==> config.mk <==
export PLATFORM = sky130hd
export DESIGN_NAME = td4_exec_ctrl
export DESIGN_NICKNAME = d
export VERILOG_FILES = /design/src/rtl/td4_pkg.sv /design/src/rtl/td4_prescaler.sv /design/src/rtl/td4_exec_ctrl.sv
export SDC_FILE = /design/constraint.sdc
export NUM_CORES = 1
export LEC_CHECK = 0
export ABC_AREA = 1
export ABC_CLOCK_PERIOD_IN_PS = 1600
export CAP_MARGIN = 25
export CORE_MARGIN = 10
export CORE_UTILIZATION = 30
export CTS_CLUSTER_DIAMETER = 40
export DETAILED_ROUTE_END_ITERATION = 12
export GPL_TIMING_DRIVEN = 0
export SYNTH_ARGS = -nofsm -noshare
export SYNTH_HDL_FRONTEND = slang
export SYNTH_SLANG_ARGS = --single-unit
==> constraint.sdc <==
create_clock -name clock -period 1.6 [get_ports clock]
set_input_delay 0.32 -clock clock [delete_from_list [all_inputs] [get_ports clock]]
set_output_delay 0.32 -clock clock [all_outputs]
set_load 0.02 [all_outputs]
Figure 1. Sequential cells colored by netlist name.
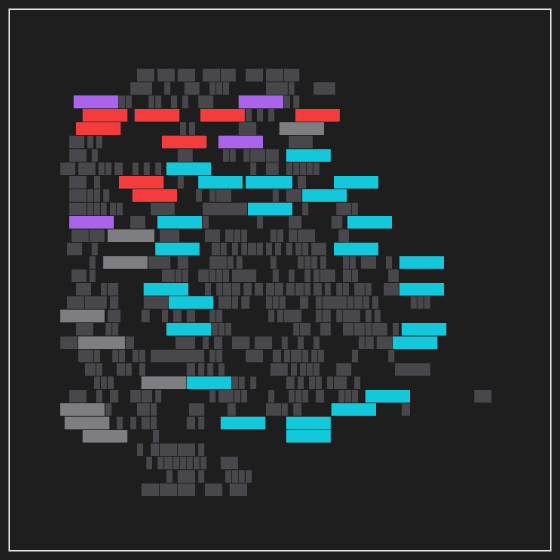
- purple: `mem_addr` (flops 4)
- red: `mem_wdata` (flops 8)
- cyan: `u_prescaler.cnt_q` (flops 24)
- not colored: 9
Layout Utilization: 0.4093
sequential cell power: 1280 µW

Figure 2. Metal 1.
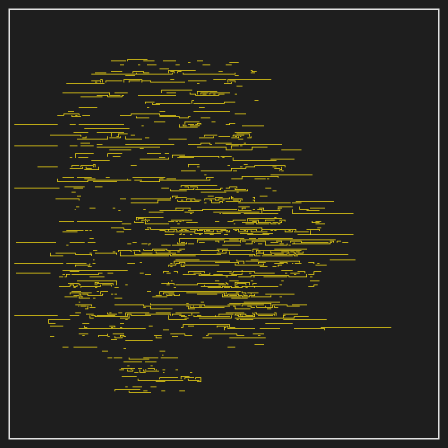
- nets with wire on the layer: 384
- wire length on this layer: 2720 µm
- main direction: horizontal
- share of all routed wire: 46%
- longest straight run: 24.4 µm
grt met1 use: 0.1303
overall routed net length: 5867 µm
vias after detailed routing: 2134

Figure 3. Nets reached from selected ports.
Scale bar: 20 µm.
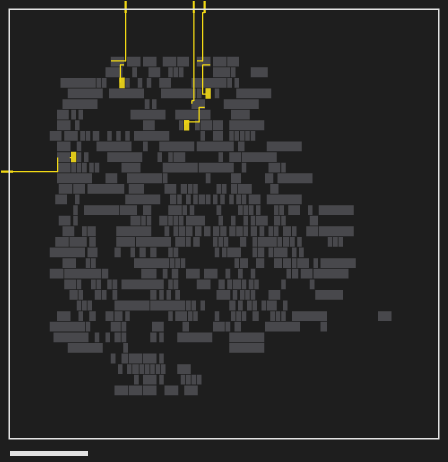
- yellow: `load_addr` (bits 4; direction input; edge 3 top, 1 left; end cells 4; buffers 4; wire 96.2 µm)
quantity of I/O buffers inserted on ports: 46
top-level I/O count: 47

==> qor.rpt <==
FLOW RUN
-----------------------------------------------------------------------------------------------------
OpenROAD warning count .................................................................           27
Max_cap viols ..........................................................................            0

POWER AND IR DROP
-----------------------------------------------------------------------------------------------------
Design Power ...........................................................................      2662 µW
Psw ....................................................................................     738.7 µW
Combinational fraction of design power .................................................        0.191
Clk network pwr share ..................................................................        0.327
Fraction of power spent switching nets .................................................       0.2775
Power share of the sequential group ....................................................        0.482
Internal ...............................................................................      1924 µW
Power density relative to cell area .................................................... 837.4 nW/µm²
IR drop worst, VDD .....................................................................    0.5496 mV
P_leak .................................................................................  0.001540 µW

FINISH
-----------------------------------------------------------------------------------------------------
Count of fill cells added during filler insertion ......................................          845
Max FFs per register ...................................................................           24
Fraction of layout cells with a size suffix above 1 ....................................       0.1120
Antenna Cells ..........................................................................            0
Final non-filler cell area .............................................................     3179 µm²
Final std cells w/o fill ...............................................................          486
Syn-to-layout area delta ...............................................................       31.39%
Final layout net count .................................................................          412

CLOCKING
-----------------------------------------------------------------------------------------------------
CTS max path bufs ......................................................................            2
Clock slew seen by the registers of the worst setup and hold paths .....................        80 ps
CTS tree ...............................................................................          yes
TritonCTS Buffers ......................................................................            5
Clock H-tree levels ....................................................................            2
Sink count of the clock tree ...........................................................           45
Insertion Delay late pin ...............................................................       300 ps
Root Driver ............................................................................     clkbuf_8

PLACE
-----------------------------------------------------------------------------------------------------
Estimated wirelength of the detail-placed design .......................................      4709 µm
Placed cell area .......................................................................     3023 µm²
GPL Wtd Cong ...........................................................................       0.9168
Placed insts ...........................................................................          475

TIMING
-----------------------------------------------------------------------------------------------------
Count of endpoints failing hold in the final timing report .............................            0
Final number of max-transition violations ..............................................            0
Highest clock rate .....................................................................    666.7 MHz
Hold slack final .......................................................................     479.2 ps
Worst max-slew margin expressed relative to the limit ..................................       0.6918
RSZ-0062 raised after global routing ...................................................          yes
Endpoints failing setup ................................................................            0
Minimum clock period ...................................................................      1500 ps
Final critical-path share of the clock period ..........................................       0.9374
Least-Margin Pin Slew ..................................................................     462.2 ps
Max Clock Skew .........................................................................     4.154 ps

SYNTH
-----------------------------------------------------------------------------------------------------
Instance tally after logic synthesis ...................................................          326
Most used standard cell by instance count after synthesis ..............................      nand2_1
Flip-flops with a built-in enable ......................................................            0
Post-synth mux share ...................................................................            0
Synth top area share ...................................................................       0.4654
Post-synthesis cell type with the largest combined area ................................      dfrtp_1
Part of the Yosys area used for sequential elements ....................................       0.4654
Mapped cell area .......................................................................     2420 µm²
Post-synthesis cell count from yosys ...................................................          326
Async S/R FF share, synth ..............................................................        1.000
Number of distinct library cell variants in the gate-level netlist after synthesis .....           27
Compound-Gate Fraction of Synth Area ...................................................      0.02482
Synth warnings .........................................................................            0
Nets at Floorplan ......................................................................          355
Largest cells by area after synthesis .................................................. dfrtp_1, nand2_1, nor2_1, inv_1, nand3_1
Xor-xnor portion of the synthesized cell area ..........................................      0.04343
Synthesized flop and latch total .......................................................           45
Most used flip-flop cell ...............................................................      dfrtp_1
Post-synthesis share of cell area spent on full adders, half adders and majority gates .     0.005171
Dominant non-sequential cell family after synthesis .................................... simple AND/OR/NAND/NOR gates
Area fraction in and, or, nand and nor cells after synthesis ...........................       0.3842
Synth top cells by count ............................................................... nand2_1, nor2_1, dfrtp_1, inv_1, nand3_1
Mapped Avg Cell Area ...................................................................    7.423 µm²
Chip area in the Yosys report ..........................................................     2420 µm²

ROUTING
-----------------------------------------------------------------------------------------------------
Detailed-route wire length per cell ....................................................     12.07 µm
Post-route DRC .........................................................................            0
Count of routing violations after the opening detailed-route iteration .................           99
Detailed Routing Iterations Pass 1 .....................................................            4
DRT antenna net count ..................................................................            0
DR vias/cell ...........................................................................        4.391

DIE
-----------------------------------------------------------------------------------------------------
Area of the die ........................................................................    12060 µm²
Starting density of the core ...........................................................       0.3115
Placeable core region ..................................................................     7767 µm²
Vertical extent of the die .............................................................     109.8 µm
Number of standard-cell rows in the floorplan ..........................................           32
Die extent in x ........................................................................     109.8 µm

MIN PATH
-----------------------------------------------------------------------------------------------------
Min-Delay Path Class ................................................................... register to register
Hold Path Cell Cnt .....................................................................            2

GRT
-----------------------------------------------------------------------------------------------------
Total gr overflow ......................................................................            0
Vias in the first global route .........................................................         2095
Initial antenna violation count ........................................................            0
First-pass GRT wire length .............................................................      9860 µm
Maximum number of pins on one net before global-route repair ...........................           28
Overall track demand over capacity in global routing ...................................       0.1012

SETUP PATH
-----------------------------------------------------------------------------------------------------
Launching element type of the critical path ............................................     register
Arrival @ worst endpoint ...............................................................      1180 ps
Number of cells on the worst reg-to-reg path ...........................................            7
CP Class ............................................................................... register to output pin
Data required time of the worst path ...................................................      1280 ps
Setup crit end kind ....................................................................   output pin
Max FO, Critical Path ..................................................................            6
Reg-to-reg setup timing slack ..........................................................       120 ps

OUTCOME
-----------------------------------------------------------------------------------------------------
Result of the run ...................................................................... complete, no violations

## routing by layer
metal	wire length, µm	GRT usage
met5	0	0
met4	67	0.03067
met3	304	0.03745
met2	2773	0.1545
met1	2722	0.1303
## power groups by stage
stage          Clock, µW  Sequential [µW]  Combinational (µW)
4_1_cts              902             1280                 517
5_1_grt              950             1300                 568
2_1_floorplan          0             1400                 150
3_3_place_gp           0             1310                 552
6_report             870             1280                 509
3_5_place_dp           0             1310                 560
## placed cells by master, fill, tap and decap left out, types with 2 or more instances in the layout
master / netlist / final
nor2_1: 60 / 59
dfrtp_1: 45 / 42
xnor2_1: 5 / 5
buf_4: 0 / 2
inv_1: 35 / 35
nand2_2: 2 / 3
dlygate4sd2_1: 0 / 14
nor3_1: 10 / 10
a21oi_1: 5 / 5
nand4_1: 4 / 4
nand3_1: 21 / 21
nand2_1: 99 / 98
inv_2: 5 / 5
buf_6: 2 / 2
nor3_2: 7 / 7
nor2_2: 5 / 6
dfrtp_2: 0 / 3
clkbuf_8: 0 / 5
nand3b_1: 2 / 2
clkdlybuf4s50_1: 0 / 26
xor2_1: 7 / 7
buf_2: 2 / 3
dlymetal6s2s_1: 0 / 5
## cell families (layout without fill, tap and decap cells)
| kind of cell | after synthesis | count (layout) |
|---|---|---|
| compound gates | 10 | 10 |
| flops | 45 | 45 |
| buf+inv | 45 | 103 |
| xor+xnor | 12 | 12 |
| simple gates | 213 | 213 |
| fa+ha+maj | 1 | 1 |
## area by class of cell
class,count,area [µm²],share of cell area
Inverter,40,150.1,0.04723
Clock inverter,3,46.29,0.01456
Sequential cell,45,1130,0.3554
Tap cell,102,127.6,0.04014
Timing Repair Buffer,50,495.5,0.1558
Multi-Input combinational cell,236,1125,0.3538
Clock buffer,5,68.82,0.02165
Buffer,5,36.28,0.01141
## worst max-delay path: stages (launching register included)
cell,delay [ps]
dfrtp_2,450
nand2_1,70
inv_1,40
dlygate4sd2_1,320
## through the flow
stage	TNS, ps	worst slack [ps]
after floorplan	0	187.9
after global placement	-49740	-1104
after detailed placement	-415.3	-92.36
after CTS	0	1.025
after global routing	0	3.339
final	0	100.1
## what timing repair did
action	in CTS	in global routing
resized	18	8
gates cloned	0	0
hold buffers	1	0
endpoints found under the hold margin	18	0
endpoints found under the setup margin	31	25
buffers inserted	0	2
Power figures rest on the tool's default switching activity, not on a simulated workload.
